### src/rtl/mw_add_seq_if.sv
// Operand/result handshake bundle for mw_add_seq. The ovf member exists only
// when MW_ADD_SEQ_OVF_EN is defined.
interface mw_add_seq_if #(
  parameter int N     = 8,
  parameter int WORDS = 4
);
  localparam int W = N * WORDS;

  logic         in_valid;
  logic         in_ready;
  logic [W-1:0] a;
  logic [W-1:0] b;
  logic         c_in;
  logic         out_valid;
  logic         out_ready;
  logic [W-1:0] sum;
  logic         c_out;
`ifdef MW_ADD_SEQ_OVF_EN
  logic         ovf;
`endif

  modport master (
    output in_valid, a, b, c_in, out_ready,
    input  in_ready, out_valid, sum, c_out
`ifdef MW_ADD_SEQ_OVF_EN
    , input ovf
`endif
  );

  modport slave (
    input  in_valid, a, b, c_in, out_ready,
    output in_ready, out_valid, sum, c_out
`ifdef MW_ADD_SEQ_OVF_EN
    , output ovf
`endif
  );
endinterface

### src/rtl/mw_add_seq.sv
// Word-serial W-bit adder sequencer driving an external N-bit ripple adder,
// LS word first. Define MW_ADD_SEQ_OVF_EN to add the signed-overflow flag.
module mw_add_seq #(
  parameter int N     = 8,
  parameter int WORDS = 4
) (
  input  logic         clk,
  input  logic         rst_n,
  mw_add_seq_if.slave  io,
  output logic [N-1:0] pa_a,
  output logic [N-1:0] pa_b,
  output logic         pa_c_in,
  input  logic [N-1:0] pa_y,
  input  logic         pa_c_out
);
  localparam int W     = N * WORDS;
  localparam int IDX_W = (WORDS > 1) ? $clog2(WORDS) : 1;
  localparam logic [IDX_W-1:0] LAST_IDX = IDX_W'(WORDS - 1);

  typedef enum logic [1:0] {IDLE, BUSY, DONE} state_t;

  state_t           state;
  state_t           next_state;
  logic [IDX_W-1:0] idx;
  logic             carry;
  logic [W-1:0]     a_reg;
  logic [W-1:0]     b_reg;
  logic [W-1:0]     sum_reg;
`ifdef MW_ADD_SEQ_OVF_EN
  logic             a_msb;
  logic             b_msb;
`endif

  always_ff @(posedge clk or negedge rst_n) begin
    if (!rst_n) state <= IDLE;
    else        state <= next_state;
  end

  always_comb begin
    next_state = state;
    case (state)
      IDLE:    if (io.in_valid)     next_state = BUSY;
      BUSY:    if (idx == LAST_IDX) next_state = DONE;
      DONE:    if (io.out_ready)    next_state = IDLE;
      default:                      next_state = IDLE;
    endcase
  end

  // Word datapath: capture on accept, then one adder word per BUSY cycle.
  always_ff @(posedge clk or negedge rst_n) begin
    if (!rst_n) begin
      idx     <= '0;
      carry   <= 1'b0;
      a_reg   <= '0;
      b_reg   <= '0;
      sum_reg <= '0;
`ifdef MW_ADD_SEQ_OVF_EN
      a_msb   <= 1'b0;
      b_msb   <= 1'b0;
`endif
    end else if (state == IDLE) begin
      if (io.in_valid) begin
        a_reg <= io.a;
        b_reg <= io.b;
        carry <= io.c_in;
        idx   <= '0;
`ifdef MW_ADD_SEQ_OVF_EN
        a_msb <= io.a[W-1];
        b_msb <= io.b[W-1];
`endif
      end
    end else if (state == BUSY) begin
      sum_reg[int'(idx)*N +: N] <= pa_y;
      carry                     <= pa_c_out;
      if (idx != LAST_IDX) idx <= idx + IDX_W'(1);
    end
  end

  // sum/c_out follow the registers directly; they are only meaningful in DONE.
  always_comb begin
    io.in_ready  = (state == IDLE);
    io.out_valid = (state == DONE);
    io.sum       = sum_reg;
    io.c_out     = carry;
    pa_a         = '0;
    pa_b         = '0;
    pa_c_in      = 1'b0;
    if (state == BUSY) begin
      pa_a    = a_reg[int'(idx)*N +: N];
      pa_b    = b_reg[int'(idx)*N +: N];
      pa_c_in = carry;
    end
`ifdef MW_ADD_SEQ_OVF_EN
    io.ovf = (state == DONE) && (a_msb == b_msb) && (sum_reg[W-1] != a_msb);
`endif
  end
endmodule
### src/flat_wrapper.sv
// flat-port wrapper written by rule: the top's interface ports become plain ports
module mw_add_seq_flat 
#(
  parameter int N     = 8,
  parameter int WORDS = 4
)
  (clk, rst_n, pa_a, pa_b, pa_c_in, pa_y, pa_c_out, io_in_valid, io_a, io_b, io_c_in, io_out_ready, io_in_ready, io_out_valid, io_sum, io_c_out);
  mw_add_seq_if #(.N(N), .WORDS(WORDS)) io_i ();
  input  logic clk;
  input  logic rst_n;
  output logic [N-1:0] pa_a;
  output logic [N-1:0] pa_b;
  output logic pa_c_in;
  input  logic [N-1:0] pa_y;
  input  logic pa_c_out;
  input wire logic [$bits(io_i.in_valid)-1:0] io_in_valid;
  input wire logic [$bits(io_i.a)-1:0] io_a;
  input wire logic [$bits(io_i.b)-1:0] io_b;
  input wire logic [$bits(io_i.c_in)-1:0] io_c_in;
  input wire logic [$bits(io_i.out_ready)-1:0] io_out_ready;
  output wire logic [$bits(io_i.in_ready)-1:0] io_in_ready;
  output wire logic [$bits(io_i.out_valid)-1:0] io_out_valid;
  output wire logic [$bits(io_i.sum)-1:0] io_sum;
  output wire logic [$bits(io_i.c_out)-1:0] io_c_out;
  assign io_i.in_valid = io_in_valid;
  assign io_i.a = io_a;
  assign io_i.b = io_b;
  assign io_i.c_in = io_c_in;
  assign io_i.out_ready = io_out_ready;
  assign io_in_ready = io_i.in_ready;
  assign io_out_valid = io_i.out_valid;
  assign io_sum = io_i.sum;
  assign io_c_out = io_i.c_out;
  mw_add_seq #(.N(N), .WORDS(WORDS)) u_core (.clk(clk), .rst_n(rst_n), .io(io_i), .pa_a(pa_a), .pa_b(pa_b), .pa_c_in(pa_c_in), .pa_y(pa_y), .pa_c_out(pa_c_out));
endmodule
### config.mk
export PLATFORM = sky130hd
export DESIGN_NAME = mw_add_seq_flat
export DESIGN_NICKNAME = d
export VERILOG_FILES = /design/src/rtl/mw_add_seq_if.sv /design/src/rtl/mw_add_seq.sv /design/src/flat_wrapper.sv
export SDC_FILE = /design/constraint.sdc
export NUM_CORES = 1
export LEC_CHECK = 0
export CORE_MARGIN = 1
export CORE_UTILIZATION = 36
export CTS_CLUSTER_DIAMETER = 40
export CTS_CLUSTER_SIZE = 24
export DETAILED_ROUTE_END_ITERATION = 6
export GPL_ROUTABILITY_DRIVEN = 0
export SYNTH_ARGS = -nofsm -noshare
export SYNTH_HDL_FRONTEND = slang
export SYNTH_SLANG_ARGS = --single-unit
### constraint.sdc
create_clock -name clk -period 5.7 [get_ports clk]
set_input_delay 1.14 -clock clk [delete_from_list [all_inputs] [get_ports clk]]
set_output_delay 1.14 -clock clk [all_outputs]
set_load 0.02 [all_outputs]
==> results_slide.txt <==
Synthesis and Place & Route Summary

Timing
  • Slew HR: 35.5%

Die
  • Starting density of the core: around 37%
  • Die span in y: 114 um
  • Total die area: 0.0129 mm2

Synth
  • Yosys Chip Area: 0.00450 mm2
  • Simple share: about 8.9%

Critical path
  • Worst path cell trace: nor2b_2 > and2_1 > clkdlybuf4s50_1
  • CP required: 4.56 ns
  • Crit-path leading delay family: simple AND/OR/NAND/NOR gates
  • Crit path capture: pa_b[4]
  • Worst Setup SP: u_core.state[0]
  • Max stage delay on crit path: about 0.80 ns
  • Crit path kind: flip-flop to output pin

Route
  • Met1 wire length: 4.44 mm
  • Uppermost layer routed: met4

Power and ir drop
  • Combinational share of power: roughly 48%
  • Logic power comb: between 0.0015 and 0.002 W

Finish
  • Non-clk bufs: 131

Clock tree
  • Total CTS buffers: 9
  • Clk ins delay skew pair: roughly 0.35 ns
  • Clk buf depth: 2

Global routing
  • Most Crowded Layer GR: met2
  • Vias in the first global route: 3212

Status
  • Status: finished, final reports clean
synth_stat cells, drive strengths merged, types with 2 or more instances:
master / n / area share [%]
ha: 6 / 1.7
nor2: 4 / 0.33
and2: 17 / 2.4
buf: 15 / 2.7
a22o: 17 / 3.3
dfrtp: 101 / 56
clkbuf: 3 / 0.25
nor4b: 2 / 1.1
mux2: 64 / 16
nand2: 33 / 2.8
nand3b: 3 / 0.78
o21ai: 18 / 2.0
inv: 4 / 0.33
nor2b: 2 / 0.28
mux4: 16 / 8.0
nand2b: 2 / 0.28
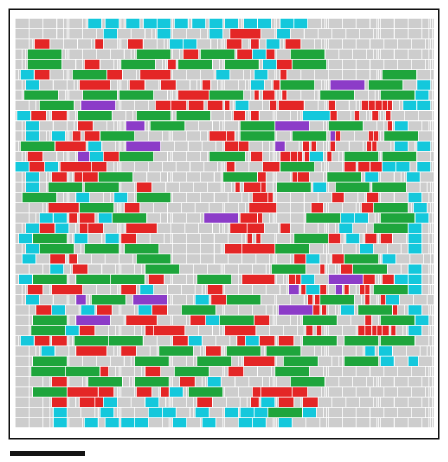
(images/cell_classes.png)
The bar under the picture is 20 um long. Fill, decap, tap and diode cells in grey.
all other logic -> red  # cells 196
clock drivers and dummy loads -> purple  # cells 16
other buffers and delay cells -> cyan  # cells 131
flip-flops -> green  # cells 101
Core Util, Final: 51.0%
row count: 40
Seq/total area: 40.9%
Finished Cell Area: 0.00618 mm2
Core Region: 0.0121 mm2

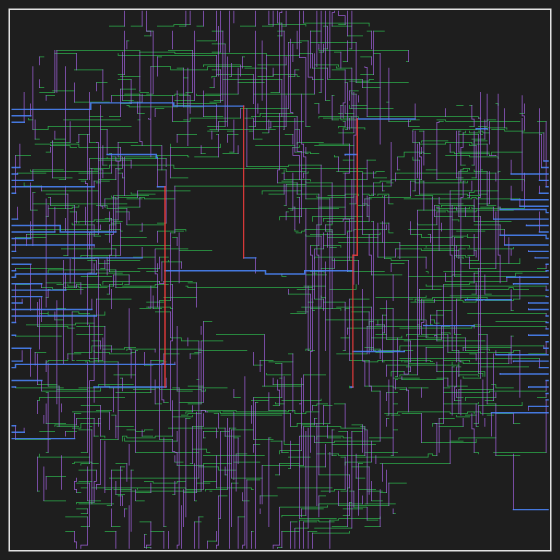
(images/metal_stack.png)
met2 -> purple  # wire length 4740 um
met4 -> red  # wire length 132 um
met1 -> green  # wire length 4440 um
met3 -> blue  # wire length 608 um
vias: 2993
Routed Wire Length: 9.92 mm
drt wl/cell: 16.2 um
gr usage total: 16.6%

No activity file was given, so power comes from the tool's default toggle rates.
